==> config.mk <==
export PLATFORM = sky130hd
export DESIGN_NAME = pipe_fwd_chain
export DESIGN_NICKNAME = d
export VERILOG_FILES = /design/src/rtl/pipe_pkg.sv /design/src/rtl/pipe_fwd_slot.sv /design/src/rtl/pipe_fwd_chain.sv
export SDC_FILE = /design/constraint.sdc
export NUM_CORES = 1
export LEC_CHECK = 0
export CORE_UTILIZATION = 38
export DETAILED_ROUTE_END_ITERATION = 6
export PLACE_DENSITY = 0.64
export SKIP_LAST_GASP = 1
export SYNTH_ARGS = -nofsm -noshare
export SYNTH_HDL_FRONTEND = slang
export SYNTH_SLANG_ARGS = --single-unit
export TNS_END_PERCENT = 20
==> constraint.sdc <==
create_clock -name clk -period 4.9 [get_ports clk]
set_clock_uncertainty 0.05 [all_clocks]
set_input_delay 1.225 -clock clk [delete_from_list [all_inputs] [get_ports clk]]
set_output_delay 1.225 -clock clk [all_outputs]
set_load 0.02 [all_outputs]
==> src/rtl/pipe_pkg.sv <==
// Shared types and constants for the forwarding writeback pipeline.
package pipe_pkg;

    localparam int DATA_W_DEF = 32;
    localparam int ADDR_W_DEF = 5;

    // One in-flight writeback entry at the default widths.
    typedef struct packed {
        logic                  we;
        logic [ADDR_W_DEF-1:0] waddr;
        logic [DATA_W_DEF-1:0] wdata;
        logic                  ok;
    } wb_entry_t;

    // Register x0 is hardwired to zero and never forwarded.
    localparam logic [ADDR_W_DEF-1:0] REG_ZERO = '0;

    // True when a pending load at the fill stage can take the fill value this cycle.
    function automatic logic fill_applies(input logic v, input logic ok, input logic fill_valid);
        return v & ~ok & fill_valid;
    endfunction

endpackage

==> src/rtl/pipe_fwd_slot.sv <==
// One stage register of the writeback pipeline: load, clear, vacate and late fill.
module pipe_fwd_slot #(
    parameter int DATA_W = 32,
    parameter int ADDR_W = 5
) (
    input  logic              clk,
    input  logic              rst,
    input  logic              clear,
    input  logic              load,
    input  logic              vacate,
    input  logic              fill,
    input  logic              ld_we,
    input  logic [ADDR_W-1:0] ld_waddr,
    input  logic [DATA_W-1:0] ld_wdata,
    input  logic              ld_ok,
    input  logic [DATA_W-1:0] fill_data,
    output logic              v,
    output logic              we,
    output logic [ADDR_W-1:0] waddr,
    output logic [DATA_W-1:0] wdata,
    output logic              ok
);

    // Stage state: flush beats a refill, a refill beats vacating, fill only touches a held entry.
    always_ff @(posedge clk or posedge rst) begin
        if (rst) begin
            v     <= 1'b0;
            we    <= 1'b0;
            waddr <= '0;
            wdata <= '0;
            ok    <= 1'b0;
        end else if (clear) begin
            v <= 1'b0;
        end else if (load) begin
            v     <= 1'b1;
            we    <= ld_we;
            waddr <= ld_waddr;
            wdata <= ld_wdata;
            ok    <= ld_ok;
        end else if (vacate) begin
            v <= 1'b0;
        end else if (fill) begin
            wdata <= fill_data;
            ok    <= 1'b1;
        end
    end

endmodule

==> src/rtl/pipe_fwd_chain.sv <==
// Elastic writeback pipeline between ALU and register file, with late load fill
// and youngest-first forwarding lookups for the decode stage.
module pipe_fwd_chain
    import pipe_pkg::*;
#(
    parameter int DEPTH      = 3,
    parameter int DATA_W     = DATA_W_DEF,
    parameter int ADDR_W     = ADDR_W_DEF,
    parameter int N_RD       = 2,
    parameter int FILL_STAGE = 1
) (
    input  logic                   clk,
    input  logic                   rst,
    input  logic                   in_valid,
    output logic                   in_ready,
    input  logic                   in_we,
    input  logic [ADDR_W-1:0]      in_waddr,
    input  logic [DATA_W-1:0]      in_wdata,
    input  logic                   in_ok,
    input  logic                   flush,
    input  logic                   fill_valid,
    input  logic [DATA_W-1:0]      fill_data,
    output logic                   out_valid,
    input  logic                   out_ready,
    output logic                   out_we,
    output logic [ADDR_W-1:0]      out_waddr,
    output logic [DATA_W-1:0]      out_wdata,
    input  logic [N_RD*ADDR_W-1:0] rd_addr,
    output logic [N_RD-1:0]        rd_hit,
    output logic [N_RD-1:0]        rd_stall,
    output logic [N_RD*DATA_W-1:0] rd_data
);

    localparam logic [ADDR_W-1:0] ZERO_ADDR = ADDR_W'(REG_ZERO);

    logic [DEPTH-1:0]  v, we, ok;
    logic [ADDR_W-1:0] waddr [DEPTH];
    logic [DATA_W-1:0] wdata [DEPTH];

    logic [DEPTH-1:0]  adv, load, vacate, fill_en;
    logic              fill_hit;

    logic [DEPTH-1:0]  ld_we, ld_ok;
    logic [ADDR_W-1:0] ld_waddr [DEPTH];
    logic [DATA_W-1:0] ld_wdata [DEPTH];
    logic [DATA_W-1:0] eff_wdata [DEPTH];
    logic [DEPTH-1:0]  eff_ok;

    logic              found;
    logic [ADDR_W-1:0] look_addr;

    assign fill_hit  = fill_applies(v[FILL_STAGE], ok[FILL_STAGE], fill_valid);
    assign out_valid = v[DEPTH-1] & ok[DEPTH-1] & ~flush;
    assign out_we    = we[DEPTH-1];
    assign out_waddr = waddr[DEPTH-1];
    assign out_wdata = wdata[DEPTH-1];
    assign in_ready  = ~flush & (~v[0] | adv[0]);

    // Advance chain from the output backwards; a stage moves when the one ahead is empty or moving.
    always_comb begin
        adv = '0;
        adv[DEPTH-1] = out_valid & out_ready;
        for (int i = DEPTH - 2; i >= 0; i--) begin
            adv[i] = v[i] & (~v[i+1] | adv[i+1]);
        end
    end

    // Per-stage controls and load sources; the fill stage hands on its filled value when it moves.
    always_comb begin
        for (int i = 0; i < DEPTH; i++) begin
            eff_wdata[i] = wdata[i];
            eff_ok[i]    = ok[i];
            fill_en[i]   = 1'b0;
            if (i == FILL_STAGE && fill_hit) begin
                eff_wdata[i] = fill_data;
                eff_ok[i]    = 1'b1;
                fill_en[i]   = 1'b1;
            end
        end
        for (int i = 0; i < DEPTH; i++) begin
            if (i == 0) begin
                load[i]     = in_valid & in_ready;
                ld_we[i]    = in_we;
                ld_waddr[i] = in_waddr;
                ld_wdata[i] = in_wdata;
                ld_ok[i]    = in_ok;
            end else begin
                load[i]     = adv[i-1];
                ld_we[i]    = we[i-1];
                ld_waddr[i] = waddr[i-1];
                ld_wdata[i] = eff_wdata[i-1];
                ld_ok[i]    = eff_ok[i-1];
            end
            vacate[i] = adv[i] & ~load[i];
        end
    end

    for (genvar g = 0; g < DEPTH; g++) begin : g_slot
        pipe_fwd_slot #(
            .DATA_W(DATA_W),
            .ADDR_W(ADDR_W)
        ) u_slot (
            .clk      (clk),
            .rst      (rst),
            .clear    (flush),
            .load     (load[g]),
            .vacate   (vacate[g]),
            .fill     (fill_en[g]),
            .ld_we    (ld_we[g]),
            .ld_waddr (ld_waddr[g]),
            .ld_wdata (ld_wdata[g]),
            .ld_ok    (ld_ok[g]),
            .fill_data(fill_data),
            .v        (v[g]),
            .we       (we[g]),
            .waddr    (waddr[g]),
            .wdata    (wdata[g]),
            .ok       (ok[g])
        );
    end

    // Forwarding lookup: the youngest matching in-flight writer wins; x0 never matches.
    always_comb begin
        rd_hit    = '0;
        rd_stall  = '0;
        rd_data   = '0;
        found     = 1'b0;
        look_addr = '0;
        for (int k = 0; k < N_RD; k++) begin
            found     = 1'b0;
            look_addr = rd_addr[k*ADDR_W +: ADDR_W];
            for (int i = 0; i < DEPTH; i++) begin
                if (!found && v[i] && we[i] && waddr[i] == look_addr && look_addr != ZERO_ADDR) begin
                    found       = 1'b1;
                    rd_hit[k]   = 1'b1;
                    rd_stall[k] = ~ok[i];
                    rd_data[k*DATA_W +: DATA_W] = ok[i] ? wdata[i] : '0;
                end
            end
        end
    end

endmodule

==> run_1/clock_nets.png <==
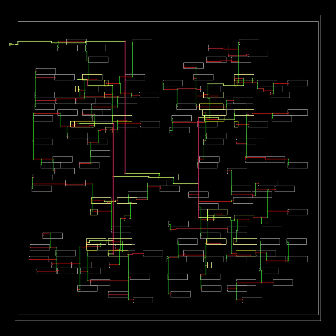
Flops: 120
clock tree sinks: 120
clk pwr: 0.00134 W

==> run_1/m2.png <==
(3 px per µm)
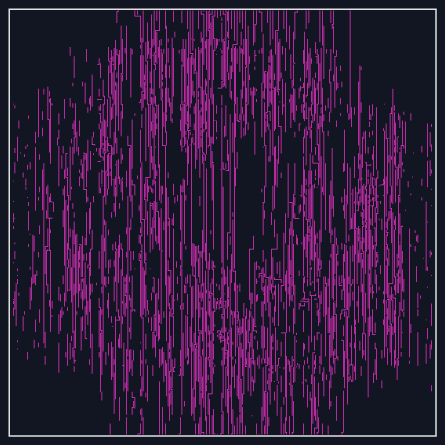
The longest straight run is 75.5 µm. The wires run mostly vertical. The layer holds 47% of the routed length.
routed wire length: 26100 µm
met2 usage: 42.4%

==> run_1/util_map.png <==
(3 px per µm) The die is cut into 14 by 14 equal tiles; black is low, pale yellow is high, 0 to 100% covered.
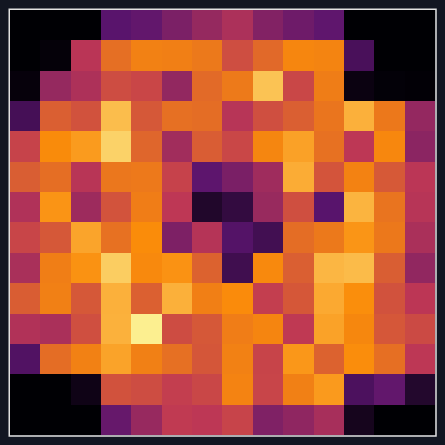
The mean over all tiles is 51%. 14% of the tiles are over 75% full. The fullest tile reaches 97%. 10% of the tiles are nearly empty.
Final Util: 56.0%
Core Region: 0.0190 mm²
FP Util: 39.2%

==> run 1: power by group <==
group          internal [W]  leakage (nW)  total [W]  switching [W]
registers           0.00121          1.37    0.00148       0.000268
clock network      0.000863         0.304    0.00134       0.000474
logic              0.000550          3.10    0.00111       0.000563
==> run 1: logic make-up (layout without fill, tap and decap cells) <==
logic type                count (synthesis)  after routing  share of synthesized area [%]
AOI/OAI and AO/OA                       154            154                           14.3
xor gates and xnor gates                 30             30                           3.54
buffers and inverters                   114            322                           8.14
DFF                                     120            120                           40.4
muxes                                   121            121                           17.2
and+or+nand+nor                         234            235                           16.4
==> run 1: stage by stage <==
stage                     std cells  total power (W)
after CTS                      1242          0.00393
after detailed placement       1206          0.00258
after floorplan                 773          0.00211
after global routing           1242          0.00410
final                          1242          0.00393
after global placement         1206          0.00256
==> flow_summary.yaml, run 1 <==
# physical design summary
run_status:
  outcome: "finished with violations"
  violations: "negative setup slack"
global_route:
  busiest_layer: "met2"
routing:
  viasPerCell: 5.57
  drtAntennaViolNets: 0
  initialDrtViolationCount: 484
  wirelength_met1_um: 11200
  dr_wl_met2_um: 12100
critical_path:
  endpoint: "rd_data[38]"
  crit_path_max_incr_delay_ps: 640
  critPathBufInv: 6
  cpMostUsedCell: "buf_4"
  crit_path_start: "rd_addr[5]"
  required_ps: 3620
timing:
  tightest_slew_ps: 792
  period_used_pct: 104
  grt_setup_unrepaired: "true"
  timing.final.ws_setup_ps: -216
  drv_slew: 0
  finalSetupViolations: 39
  clock.fmax_mhz: 195
  tns_ps: -5020
  slew_headroom_pct: 47.2
synth:
  yosysCellCount: 773
  mappedNetlistArea_mm2: 0.00743
  synth_warnings: 0
  syn_avg_cell_area_um2: 9.61
  ys_types: 45
  area_leaders: "dfrtp_1 (40%), mux2i_1 (9.4%), mux2_2 (7.7%)"
  synthTopCellsByCount: "dfrtp_1 (120), a21oi_1 (75), nor2_1 (75)"
cts:
  root_buffer: "clkbuf_16"
  cts_hold_buf: 0
  cts_tree: "done"
  clk_pin_slew_ps: 60
  clock_path_buffers: 2
  clock_latency_ps: 420
  cts.htree.levels: 4
min_path:
  min_from: "g_slot[0].u_slot.wdata[19]"
  hold_end: "g_slot[0].u_slot.wdata[19]"
floorplan:
  n_tap_cell: 260
  die_area_mm2: 0.0201
  ios: 195
  die_h_um: 142
layout:
  clock_cell_area_share_pct: 5.84
  ff_latch_area_mm2: 0.00300
  layout_top_cells: "clkdlybuf4s50_1 (146), dfrtp_1 (120), nor2_1 (73), a21oi_1 (73), mux2i_1 (70)"
  fin_nets: 1056
  diodes: 0
run:
  warning_count: 28
  maxCapViolCount: 0
placement:
  place_area_mm2: 0.00992
## Run 2: what changed since run 1
--- a/config.mk
+++ b/config.mk
@@ -6,6 +6,7 @@
 export NUM_CORES = 1
 export LEC_CHECK = 0
 export CORE_UTILIZATION = 38
+export CTS_BUF_LIST = sky130_fd_sc_hd__clkbuf_16
 export DETAILED_ROUTE_END_ITERATION = 6
 export PLACE_DENSITY = 0.64
 export SKIP_LAST_GASP = 1
==> run 2 against run 1 <==
The run still ends with negative setup slack left. Maximum frequency rose by 0.28%. Clock-buffer cell count fell by 3. Synthesized cell count unchanged. Global-route usage barely moved. Largest power group unchanged. Worst hold slack is essentially flat.
==> flow_summary.yaml, run 2 <==
# physical design summary
layout:
  clock_cell_area_share_pct: 5.75
  seq_cells: 120
  layout_top_cells: "clkdlybuf4s50_1 (146), dfrtp_1 (120), nor2_1 (73), a21oi_1 (73), mux2i_1 (70)"
  fin_nets: 1056
  ff_latch_area_mm2: 0.00300
timing:
  period_used_pct: 104
  slew_headroom_pct: 46.8
  finalSetupViolations: 36
  tns_ps: -4930
  grt_setup_unrepaired: "true"
  timing.final.ws_setup_ps: -201
  clock.fmax_mhz: 196
  tightest_slew_ps: 797
critical_path:
  required_ps: 3620
  crit_path_max_incr_delay_ps: 640
  cpMostUsedCell: "buf_4"
  critPathBufInv: 6
run:
  warning_count: 28
  maxCapViolCount: 0
power:
  pwr-share-seq_pct: 37.8
  p_comb_share_pct: 28.5
  power_switching_w: 0.00130
  intPower_w: 0.00260
  pwr-share-clk_pct: 33.7
  power_switching_share_pct: 33.3
cts:
  root_buffer: "clkbuf_16"
  cts.htree.levels: 4
  clk_pin_slew_ps: 60
  cts_tree: "done"
  clock_path_buffers: 2
  cts.sinks: 120
  cts_hold_buf: 0
synth:
  synthTopCellsByCount: "dfrtp_1 (120), a21oi_1 (75), nor2_1 (75)"
  synth_warnings: 0
  ys_sh_xor_pct: 3.54
  yosysCellCount: 773
  synth_adder_area_share_pct: 0
  ys_types: 45
  syn_avg_cell_area_um2: 9.61
  area_leaders: "dfrtp_1 (40%), mux2i_1 (9.4%), mux2_2 (7.7%)"
  mappedNetlistArea_mm2: 0.00743
  ys_sh_simple_pct: 16.4
min_path:
  hold_end: "g_slot[0].u_slot.wdata[19]"
placement:
  place_area_mm2: 0.00992
  place_inst: 1206
routing:
  initialDrtViolationCount: 463
  drtAntennaViolNets: 0
  viasPerCell: 5.58
  drt_wl_total_um: 26100
run_status:
  violations: "negative setup slack"
  outcome: "finished with violations"
global_route:
  use_met2_pct: 42.3
  busiest_layer: "met2"
floorplan:
  n_tap_cell: 260
  initCoreUtil_pct: 39.2
  core-area_mm2: 0.0190
  die_h_um: 142
  ios: 195
[run 2: cell count changes in the layout (fill, tap and decap cells not counted)]
| cell | before | now |
|---|---|---|
| clkbuf_1 | 2 | 0 |
| clkbuf_8 | 1 | 0 |
| clkinv_1 | 0 | 1 |
| inv_1 | 18 | 20 |
[run 2: power by group through the flow]
stage               Combinational, W  Sequential [W]  Clock, W
global placement             0.00108         0.00148         0
global route                 0.00120         0.00150   0.00137
floorplan                   0.000684         0.00142         0
CTS                          0.00111         0.00147   0.00133
finish                       0.00111         0.00147   0.00131
detailed placement           0.00110         0.00149         0
[run 2: kinds of logic after synthesis]
logic type | Yosys count
AND-OR/OR-AND | 154
XOR/XNOR | 30
buffers and inverters | 114
flip-flops | 120
multiplexers | 121
AND/OR/NAND/NOR | 234
==> run_2/util_map.png <==
(3 px per µm) The die is cut into 14 by 14 equal tiles; black is low, pale yellow is high, 0 to 100% covered.
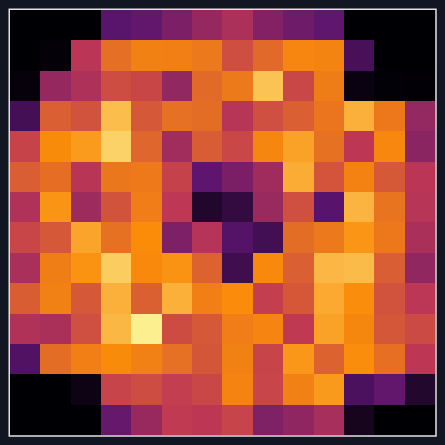
10% of the tiles are nearly empty. 14% of the tiles are over 75% full. The mean over all tiles is 51%. The fullest tile reaches 97%.
Final Util: 56.0%

==> run_2/clock_nets.png <==
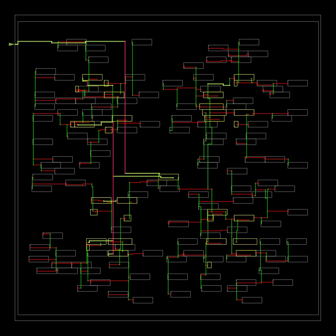
clk pwr: 0.00131 W
clk latency late pin: 420 ps
cts bufs inserted: 17

Power and IR drop assume default switching activity.
